==> run_1/m1.png <==
Drawn at 4 px/µm. Supply wires on this layer in grey. Cells faint in the background.
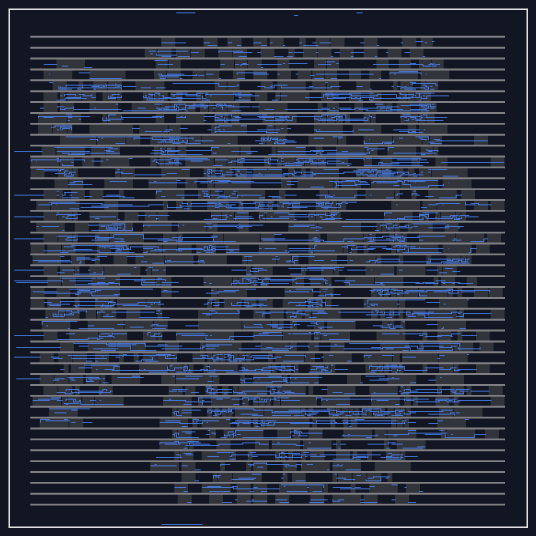
==> run_1/m2.png <==
Drawn at 4 px/µm.
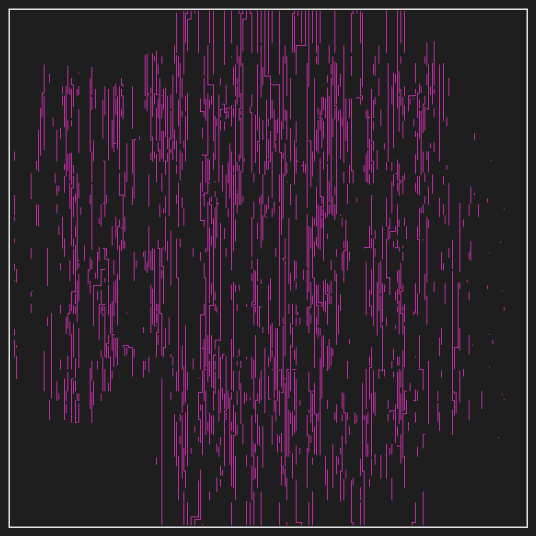
==> run_1/m3.png <==
Drawn at 4 px/µm. Cells faint in the background.
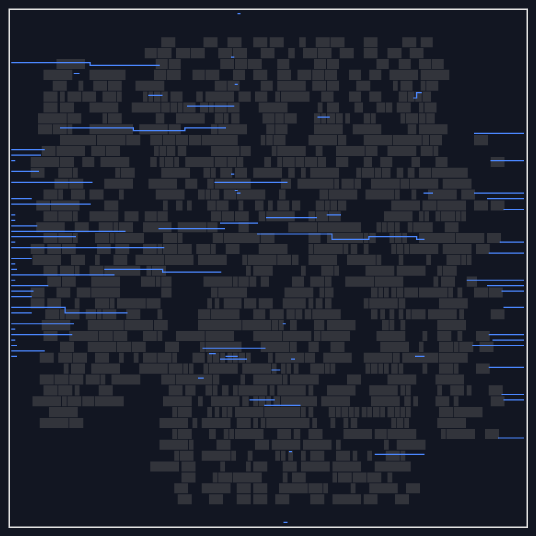
==> run_1/m4.png <==
Drawn at 3 px/µm. Supply wires on this layer in grey. Cells faint in the background.
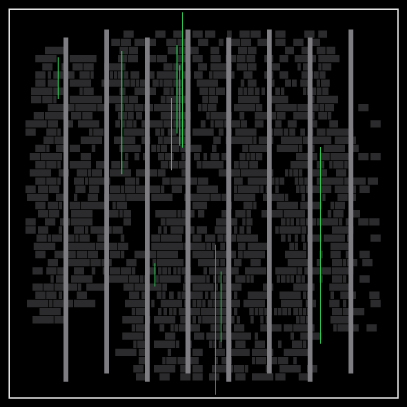
## config.mk

```make
export PLATFORM = sky130hd
export DESIGN_NAME = serial_adder
export DESIGN_NICKNAME = d
export VERILOG_FILES = /design/src/rtl/adder_pkg.sv /design/src/rtl/digit_adder.sv /design/src/rtl/serial_adder.sv
export SDC_FILE = /design/constraint.sdc
export NUM_CORES = 1
export LEC_CHECK = 0
export ABC_CLOCK_PERIOD_IN_PS = 2300
export CAP_MARGIN = 20
export CORE_MARGIN = 5
export CORE_UTILIZATION = 43
export DETAILED_ROUTE_END_ITERATION = 10
export HOLD_SLACK_MARGIN = 0.05
export PLACE_DENSITY = 0.65
export SYNTH_ARGS = -nofsm -noshare
export SYNTH_HDL_FRONTEND = slang
export SYNTH_SLANG_ARGS = --single-unit
```

## constraint.sdc

```tcl
create_clock -name clk -period 2.3 [get_ports clk]
set_input_delay 0.46 -clock clk [delete_from_list [all_inputs] [get_ports clk]]
set_output_delay 0.46 -clock clk [all_outputs]
set_load 0.01 [all_outputs]
```

## src/rtl/adder_pkg.sv

```systemverilog
// Shared state encoding and saturation limits for the digit-serial adder.
// Limits are computed at MAX_WIDTH bits; callers keep the low WIDTH bits.
package adder_pkg;

  typedef enum logic [1:0] {
    IDLE = 2'd0,
    RUN  = 2'd1,
    DONE = 2'd2
  } state_t;

  localparam int MAX_WIDTH = 64;

  // Largest positive two's-complement value of width w: 0111...1
  function automatic logic [MAX_WIDTH-1:0] sat_max(input int w);
    sat_max = (MAX_WIDTH'(1) << (w - 1)) - MAX_WIDTH'(1);
  endfunction

  // Most negative two's-complement value of width w: 1000...0
  function automatic logic [MAX_WIDTH-1:0] sat_min(input int w);
    sat_min = MAX_WIDTH'(1) << (w - 1);
  endfunction

endpackage

```

## src/rtl/digit_adder.sv

```systemverilog
// Combinational DIGIT-bit ripple adder; zero latency, no backpressure.
// c_msb is the carry into the top bit, exposed for signed-overflow detection.
module digit_adder #(
  parameter int DIGIT = 1
) (
  input  logic [DIGIT-1:0] x,
  input  logic [DIGIT-1:0] y,
  input  logic             ci,
  output logic [DIGIT-1:0] s,
  output logic             co,
  output logic             c_msb
);

  always_comb begin : chain
    logic c;
    c     = ci;
    s     = '0;
    c_msb = 1'b0;
    for (int i = 0; i < DIGIT; i++) begin
      if (i == DIGIT - 1) c_msb = c;
      s[i] = x[i] ^ y[i] ^ c;
      c    = (x[i] & y[i]) | (c & (x[i] ^ y[i]));
    end
    co = c;
  end

endmodule

```

## src/rtl/serial_adder.sv

```systemverilog
// Digit-serial add/sub: start->done latency WIDTH/DIGIT+1 cycles; optional SERIAL_ADDER_SAT_EN clamps on overflow.
// No backpressure: start is ignored while busy, done is a one-cycle pulse.
module serial_adder
  import adder_pkg::*;
#(
  parameter int WIDTH = 32,
  parameter int DIGIT = 1
) (
  input  logic             clk,
  input  logic             rst_n,
  input  logic             start,
  input  logic             sub,
  input  logic             cin,
  input  logic [WIDTH-1:0] a,
  input  logic [WIDTH-1:0] b,
`ifdef SERIAL_ADDER_SAT_EN
  input  logic             sat,
`endif
  output logic             busy,
  output logic             done,
  output logic [WIDTH-1:0] sum,
  output logic             cout,
  output logic             overflow
);

  localparam int N  = WIDTH / DIGIT;
  localparam int CW = $clog2(N + 1);
  localparam logic [MAX_WIDTH-1:0] SMAX = sat_max(WIDTH);
  localparam logic [MAX_WIDTH-1:0] SMIN = sat_min(WIDTH);

  state_t           state, state_n;
  logic [CW-1:0]    cnt;
  logic [WIDTH-1:0] opa, opb, acc, acc_nxt, res;
  logic             carry;
  logic [DIGIT-1:0] d_s;
  logic             d_co, d_cm;
  logic             accept, last;

  assign accept = start && (state != RUN);
  assign last   = (state == RUN) && (cnt == CW'(N - 1));
  assign busy   = (state == RUN);
  assign done   = (state == DONE);

  digit_adder #(.DIGIT(DIGIT)) u_digit (
    .x     (opa[DIGIT-1:0]),
    .y     (opb[DIGIT-1:0]),
    .ci    (carry),
    .s     (d_s),
    .co    (d_co),
    .c_msb (d_cm)
  );

  // New digit enters at the top; after N digits the first one reaches bit 0.
  assign acc_nxt = (acc >> DIGIT) | (WIDTH'(d_s) << (WIDTH - DIGIT));

`ifdef SERIAL_ADDER_SAT_EN
  logic sat_q;

  // On the last digit opa/opb[DIGIT-1] are the operand sign bits.
  always_comb begin
    res = acc_nxt;
    if (sat_q && (d_cm ^ d_co))
      res = opa[DIGIT-1] ? SMIN[WIDTH-1:0] : SMAX[WIDTH-1:0];
  end
`else
  assign res = acc_nxt;
`endif

  always_ff @(posedge clk) begin
    if (!rst_n) state <= IDLE;
    else        state <= state_n;
  end

  always_comb begin
    state_n = state;
    case (state)
      IDLE:    if (start) state_n = RUN;
      RUN:     if (last)  state_n = DONE;
      DONE:    state_n = start ? RUN : IDLE;
      default: state_n = IDLE;
    endcase
  end

  always_ff @(posedge clk) begin
    if (!rst_n) begin
      opa      <= '0;
      opb      <= '0;
      acc      <= '0;
      carry    <= 1'b0;
      cnt      <= '0;
      sum      <= '0;
      cout     <= 1'b0;
      overflow <= 1'b0;
`ifdef SERIAL_ADDER_SAT_EN
      sat_q    <= 1'b0;
`endif
    end else if (accept) begin
      opa   <= a;
      opb   <= sub ? ~b : b;
      carry <= cin ^ sub;
      cnt   <= '0;
      acc   <= '0;
`ifdef SERIAL_ADDER_SAT_EN
      sat_q <= sat;
`endif
    end else if (state == RUN) begin
      opa   <= opa >> DIGIT;
      opb   <= opb >> DIGIT;
      acc   <= acc_nxt;
      carry <= d_co;
      cnt   <= cnt + CW'(1);
      if (last) begin
        sum      <= res;
        cout     <= d_co;
        overflow <= d_cm ^ d_co;
      end
    end
  end

endmodule

```

==> out/qor.csv, run 1 <==
metric,value,unit
netlist_area,0.006100,mm²
die_h,129.1,µm
drtIter0Drc,305,
vias_per_cell,5.119,
peakVddDrop,0.5782,mV
final_cell_mix,"194 x nand2_1, 138 x dfxtp_1, 101 x clkdlybuf4s50_1",
crit_family,buffers and inverters,
ys_area,0.006100,mm²
edf_count,0,
async_reset_ff_frac,0,
slowest_delay,0.51,ns
io_pins,105,
clock_latency,0.43,ns
drcViolationCount,0,
cp_slowest_cell,clkdlybuf4s50_1,
reg2reg_depth,6,
status,finished clean,
drt_pass1_iterations,4,
synth_cell_types,34,
gp_congestion,0.7576,
clock_skew,0.009039,ns
die_x,129.1,µm
hold_viol_final,0,
dp_slack,0.5874,ns
maxSlewViolCount,0,
fin_crit,2.132,ns
first_global_vias,4830,
yosysWarnings,0,
clock-sinks,138,
ant_nets,0,
grt-ovfl-total,0,
common_cells,"194 x nand2_1, 138 x dfxtp_1, 65 x mux2i_1",
hold-path-cell-count,2,
top_cell_area_share,0.4529,
place_area,0.007239,mm²
worstSetupEndpointType,primary output,
final_area,0.007876,mm²
r2r_end,acc[11],
r2r-start,state[0],
floorplan.nets,756,
## Picture notes: m1.png
share of all routed wire: 43%
nets with wire on the layer: 751
M1 GR Usage: 0.1895
via count: 4899

## Picture notes: m2.png
main direction: vertical
share of all routed wire: 50%
wire length on this layer: 6650 µm
grt met2 use: 0.2790
final wirelength: 13430 µm

## Picture notes: m3.png
main direction: horizontal
wire length on this layer: 732 µm
share of all routed wire: 5.5%
met3 Use GR: 0.05565

## Picture notes: m4.png
share of all routed wire: 2.4%
wire length on this layer: 324 µm
longest straight run: 65.3 µm

==> run 1: area by class of cell <==
| class | count | share of cell area |
|---|---|---|
| flip-flops and latches | 138 | 0.3508 |
| repair buffers | 119 | 0.1512 |
| multi-input cells | 485 | 0.3871 |
| clock buffers | 19 | 0.05624 |
| clock inverters | 13 | 0.02462 |
| inverters | 3 | 0.001430 |
| well taps | 180 | 0.02859 |
==> run 1: cells by family (layout without fill, tap and decap cells) <==
logic type | Yosys count | count (layout) | share of synthesized area
xor+xnor | 36 | 36 | 0.05169
flops | 138 | 138 | 0.4529
buf+inv | 62 | 154 | 0.04841
compound gates | 107 | 107 | 0.1352
fa+ha+maj | 2 | 2 | 0.005333
simple gates | 275 | 275 | 0.1998
mux | 65 | 65 | 0.1067
==> run 1: worst max-delay path by stage <==
stage	from	end	slack, ns	cells past startpoint
after floorplan	cnt[0]	cout	0.81	5
after global placement	state[0]	done	0.62	2
after detailed placement	state[0]	cnt[0]	0.59	6
after CTS	state[0]	done	0.14	2
after global routing	state[0]	done	0.09	2
final	state[0]	done	0.17	2
==> run 1: registers in the layout, summed over array words and instances, names as in the netlist <==
register	flops
acc	31
carry	1
cnt	6
cout	1
opa	32
opb	32
overflow	1
state	2
sum	32
==> run 1: where the power goes <==
| group | switching [µW] | internal [µW] |
|---|---|---|
| Combinational | 318 | 307 |
| Clock | 1060 | 1850 |
| Sequential | 60.5 | 2510 |
==> run 1: routing by layer <==
| layer | global-route usage | routed length [µm] | vias up |
|---|---|---|---|
| met1 | 0.1895 | 5719 | 2277 |
| met4 | 0.07165 | 324 | 0 |
| li1 | - | - | 2497 |
| met3 | 0.05565 | 732 | 23 |
| met2 | 0.2790 | 6651 | 102 |
| met5 | 0 | 0 | - |
==> run 2: changes to the inputs <==
--- a/config.mk
+++ b/config.mk
@@ -9,9 +9,11 @@
 export CAP_MARGIN = 20
 export CORE_MARGIN = 5
 export CORE_UTILIZATION = 43
+export CTS_CLUSTER_DIAMETER = 50
 export DETAILED_ROUTE_END_ITERATION = 10
 export HOLD_SLACK_MARGIN = 0.05
 export PLACE_DENSITY = 0.65
+export REMOVE_ABC_BUFFERS = 1
 export SYNTH_ARGS = -nofsm -noshare
 export SYNTH_HDL_FRONTEND = slang
 export SYNTH_SLANG_ARGS = --single-unit
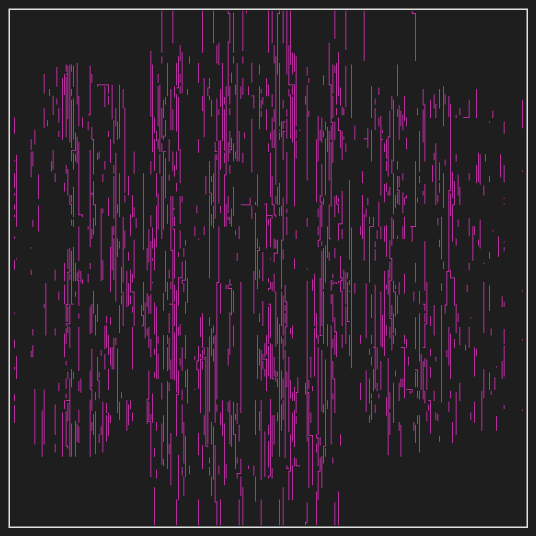
(run_2/m2.png)
Drawn at 4 px/µm.
longest straight run: 37.1 µm
main direction: vertical
share of all routed wire: 46%
grt met2 use: 0.2649
via count: 4864

==> out/qor.csv, run 2 <==
metric,value,unit,change
num_rows,43,,unchanged
layout_worst_path_cycle_share,0.9115,,was 0.9270
die_x,129.1,µm,unchanged
async_reset_ff_frac,0,,unchanged
cp.required,1.84,ns,about the same
final_cell_mix,"194 x nand2_1, 138 x dfxtp_1, 101 x clkdlybuf4s50_1",,unchanged
drcViolationCount,0,,unchanged
top_area_cell,dfxtp_1,,unchanged
top_layer,met4,,unchanged
tightest_slew,0.5664,ns,was 0.4971 ns
drt_pass1_iterations,4,,unchanged
clock_path_buffers,2,,unchanged
top_cell_area_share,0.4529,,unchanged
grt_use_met1,0.2053,,was 0.1895
grt_max_degree,130,,unchanged
cp.arrival,1.64,ns,was 1.67 ns
chipArea,0.01667,mm²,unchanged
cts-htree-levels,4,,unchanged
ys_area,0.006100,mm²,unchanged
clock_skew,0.005080,ns,was 0.009039 ns
power_leakage,0.003251,µW,was 0.003295 µW
netlist_area,0.006100,mm²,unchanged
first_global_vias,4703,,was 4830
dr_wl_met2,6198,µm,was 6651 µm
hold_viol_final,0,,unchanged
synth_cell_types,34,,unchanged
clock_latency,0.41,ns,was 0.43 ns
cts_resized,0,,unchanged
crit_family,buffers and inverters,,unchanged
maxSlewViolCount,0,,unchanged
ant_nets,0,,unchanged
peakVddDrop,0.5173,mV,was 0.5782 mV
use_met3,0.06348,,was 0.05565
drtIter0Drc,274,,was 305
reg.largest.list,"opa: 32 flops, opb: 32 flops, sum: 32 flops",,unchanged
yosysWarnings,0,,unchanged
power_density,746.7,mW/mm²,was 774.9 mW/mm²
vias_per_cell,5.093,,was 5.119
hpwl,8663,µm,was 8785 µm
worstSetupEndpointType,primary output,,unchanged
grt-ovfl-total,0,,unchanged
wirelength,13380,µm,was 13430 µm
fin_crit,2.097,ns,was 2.132 ns
clock-sinks,138,,unchanged
dp_cells,923,,was 925
hold_class,input pin to register,,was register to register
warnings,27,,was 28
synthCells,685,,unchanged
edf_count,0,,unchanged
status,finished clean,,unchanged
lay_top_count,nand2_1,,unchanged
wl_met1,6199,µm,was 5719 µm
routed-wl-met3,896,µm,was 732 µm
gp_congestion,0.8067,,was 0.7576
common_cells,"194 x nand2_1, 138 x dfxtp_1, 65 x mux2i_1",,unchanged
final_area,0.007819,mm²,was 0.007876 mm²
die_h,129.1,µm,unchanged
io_pins,105,,unchanged
drv_cap,0,,unchanged
wl_per_cell,14.01,µm,was 14.03 µm
slowest_delay,0.57,ns,was 0.51 ns
max_freq,477.0,MHz,was 469.0 MHz
cp_slowest_cell,clkdlybuf4s50_1,,unchanged
place_area,0.007237,mm²,was 0.007239 mm²
finalSetupViolCount,0,,unchanged
gr-max-usage-layer,met2,,unchanged
critical_path.cell_chain,nand2b_4 -> inv_2 -> clkdlybuf4s50_1,,was and2b_2 -> clkdlybuf4s50_1
hold_buffers,0,,unchanged
## run 2: logic make-up after synthesis
family                     synth area share
AOI/OAI and AO/OA                    0.1352
buffers and inverters               0.04841
xor gates and xnor gates            0.05169
and+or+nand+nor                      0.1998
muxes                                0.1067
DFF                                  0.4529
adders and majority gates          0.005333
## run 2: final cells by class
cell class                      count  area, µm²
Inverter                            3      11.26
Clock inverter                     11      121.4
Tap cell                          180      225.2
Fill cell                        1276       6062
Timing Repair Buffer              117       1189
Multi-Input combinational cell    485       3049
Clock buffer                       21      460.4
Sequential cell                   138       2763
## run 2: worst reg2reg max path, stage by stage, from the launching register on
cell and delay, ns:
dfxtp_1 0.49, nand2b_4 0.11, inv_2 0.06, buf_4 0.34, buf_4 0.41, xnor2_1 0.17
nor2_1 0.05
## run 2: where the power goes
part / internal (µW) / leakage, µW / switching (µW)
Sequential: 2510 / 0.00113 / 58.2
Clock: 1650 / 0.000271 / 1000
Combinational: 307 / 0.00185 / 320
Total: 4460 / 0.00325 / 1380
## run 2: path summary, 6_finish.rpt
path             from       to  slack [ns]  cells after the start
max reg2reg  state[0]   cnt[0]        0.55                      6
min             rst_n  sum[28]        0.44                      3
max          state[0]     busy        0.20                      3
min reg2reg    opb[9]   opb[8]        0.44                      2
## run 2: per-stage QoR
step | setup slack (ns) | TNS, ns | power (µW) | util | hold WS, ns
floorplan | -3.465 | -235.37 | 2935 | - | 0.4294
global placement | 0.5997 | 0 | 3225 | 0.5214 | 0.4348
detailed placement | 0.5614 | 0 | 3246 | 0.5214 | 0.4389
CTS | 0.1740 | 0 | 5900 | 0.5633 | 0.4207
global route | 0.1343 | 0 | 6099 | 0.5633 | 0.4413
finish | 0.2035 | 0 | 5838 | 0.5633 | 0.4361
==> run 3: changes to the inputs <==
--- a/config.mk
+++ b/config.mk
@@ -11,7 +11,6 @@
 export CORE_UTILIZATION = 43
 export CTS_CLUSTER_DIAMETER = 50
 export DETAILED_ROUTE_END_ITERATION = 10
-export HOLD_SLACK_MARGIN = 0.05
 export PLACE_DENSITY = 0.65
 export REMOVE_ABC_BUFFERS = 1
 export SYNTH_ARGS = -nofsm -noshare
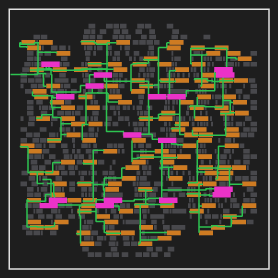
(run_3/clock_wires.png)
Drawn at 2 px/µm.
[green] clock wires | length: 1660 µm
[orange] flip-flops | count: 138
[magenta] clock-net drivers | count: 17
routed clock nets: 18
clock skew: 0.005080 ns
clock latency on the worst-skew pair: 0.41 ns

==> out/qor.csv, run 3 <==
metric,value,unit,change
status,finished clean,,unchanged
netlist_area,0.006100,mm²,unchanged
hold_class,input pin to register,,unchanged
final_core_util,0.5633,,unchanged
max_freq,477.0,MHz,unchanged
layout_worst_path_cycle_share,0.9115,,unchanged
common_cells,"194 x nand2_1, 138 x dfxtp_1, 65 x mux2i_1",,unchanged
intPower,4459,µW,unchanged
xor_area_frac,0.05169,,unchanged
hold_viol_final,0,,unchanged
cts-htree-levels,4,,unchanged
tightest_slew,0.5664,ns,unchanged
switching_share,0.2362,,unchanged
wirelength,13380,µm,unchanged
worstSetupEndpointType,primary output,,unchanged
whs,0.4361,ns,unchanged
track_usage,0.1623,,unchanged
path_class,register to primary output,,unchanged
mux_share,0.1067,,unchanged
seqPwrFrac,0.439,,about the same
simple_gate_share,0.1998,,unchanged
switchingPower,1379,µW,unchanged
die_x,129.1,µm,unchanged
chipArea,0.01667,mm²,unchanged
power_leakage,0.003251,µW,unchanged
drv_cap,0,,unchanged
reg.largest.list,"opa: 32 flops, opb: 32 flops, sum: 32 flops",,unchanged
clock_path_buffers,2,,unchanged
warnings,27,,unchanged
ant_nets,0,,unchanged
cts_resized,0,,unchanged
clkPwrFrac,0.454,,about the same
gp_congestion,0.8067,,unchanged
hpwl,8663,µm,unchanged
hold_buffers,0,,unchanged
maxSlewViolCount,0,,unchanged
first_global_vias,4703,,unchanged
final_cell_mix,"194 x nand2_1, 138 x dfxtp_1, 101 x clkdlybuf4s50_1",,unchanged
top_cell_area_share,0.4529,,unchanged
vias,4864,,unchanged
power_density,746.7,mW/mm²,unchanged
vias_per_cell,5.093,,unchanged
die_h,129.1,µm,unchanged
wl_per_cell,14.01,µm,unchanged
clock-sinks,138,,unchanged
ys_sh_adder,0.005333,,unchanged
grt_max_degree,130,,unchanged
cp.arrival,1.64,ns,about the same
fin_crit,2.097,ns,unchanged
yosysWarnings,0,,unchanged
reg2reg_depth,6,,unchanged
lay_top_count,nand2_1,,unchanged
edf_count,0,,unchanged
synth_cell_types,34,,unchanged
synthCells,685,,unchanged
run 3: cell counts after synthesis:
Identical to the previous run, type by type.
run 3: power by group through the flow:
stage / Clock (µW) / Sequential [µW] / Combinational [µW]
final: 2650 / 2560 / 627
after global routing: 2820 / 2580 / 698
after CTS: 2700 / 2560 / 636
after detailed placement: 0 / 2610 / 632
after global placement: 0 / 2610 / 615
after floorplan: 0 / 2600 / 336
run 3: final cells by class:
class / count / area [µm²]
fill: 1276 / 6062
multi-input combinational: 485 / 3049
sequential: 138 / 2763
timing repair buffer: 117 / 1189
clock buffer: 21 / 460.4
tap: 180 / 225.2
clock inverter: 11 / 121.4
inverter: 3 / 11.26
run 3: kinds of logic (layout without fill, tap and decap cells):
logic type,count (synthesis),in the layout
compound gates,107,107
simple gates,275,275
mux,65,65
flops,138,138
buf+inv,62,152
fa+ha+maj,2,2
xor+xnor,36,36
run 3: final timing paths:
check / start / to / slack (ns)
setup / recovery: state[0] / busy / 0.20
hold / removal: rst_n / sum[28] / 0.44
setup reg to reg: state[0] / cnt[0] / 0.55
hold reg to reg: opb[9] / opb[8] / 0.44
run 3: metal layers:
layer	track usage	vias up	share of wire
met2	0.2649	116	0.46
met5	0	-	0
met4	0.03335	0	0.0066
met1	0.2053	2251	0.46
met3	0.06348	9	0.067
li1	-	2488	-
run 3: worst max-delay path, cell delays in order, from the launching register on:
cell	delay, ns
dfxtp_1	0.49
nand2b_4	0.11
inv_2	0.06
clkdlybuf4s50_1	0.57
run 3: through the flow:
step	TNS, ns	area, µm²	total power [µW]	worst slack (ns)
detailed placement	0	7237	3246	0.5614
global route	0	7819	6099	0.1343
finish	0	7819	5838	0.2035
CTS	0	7819	5900	0.1740
floorplan	-235.37	5816	2935	-3.465
global placement	0	7237	3225	0.5997
No activity file was given, so power comes from the tool's default toggle rates.
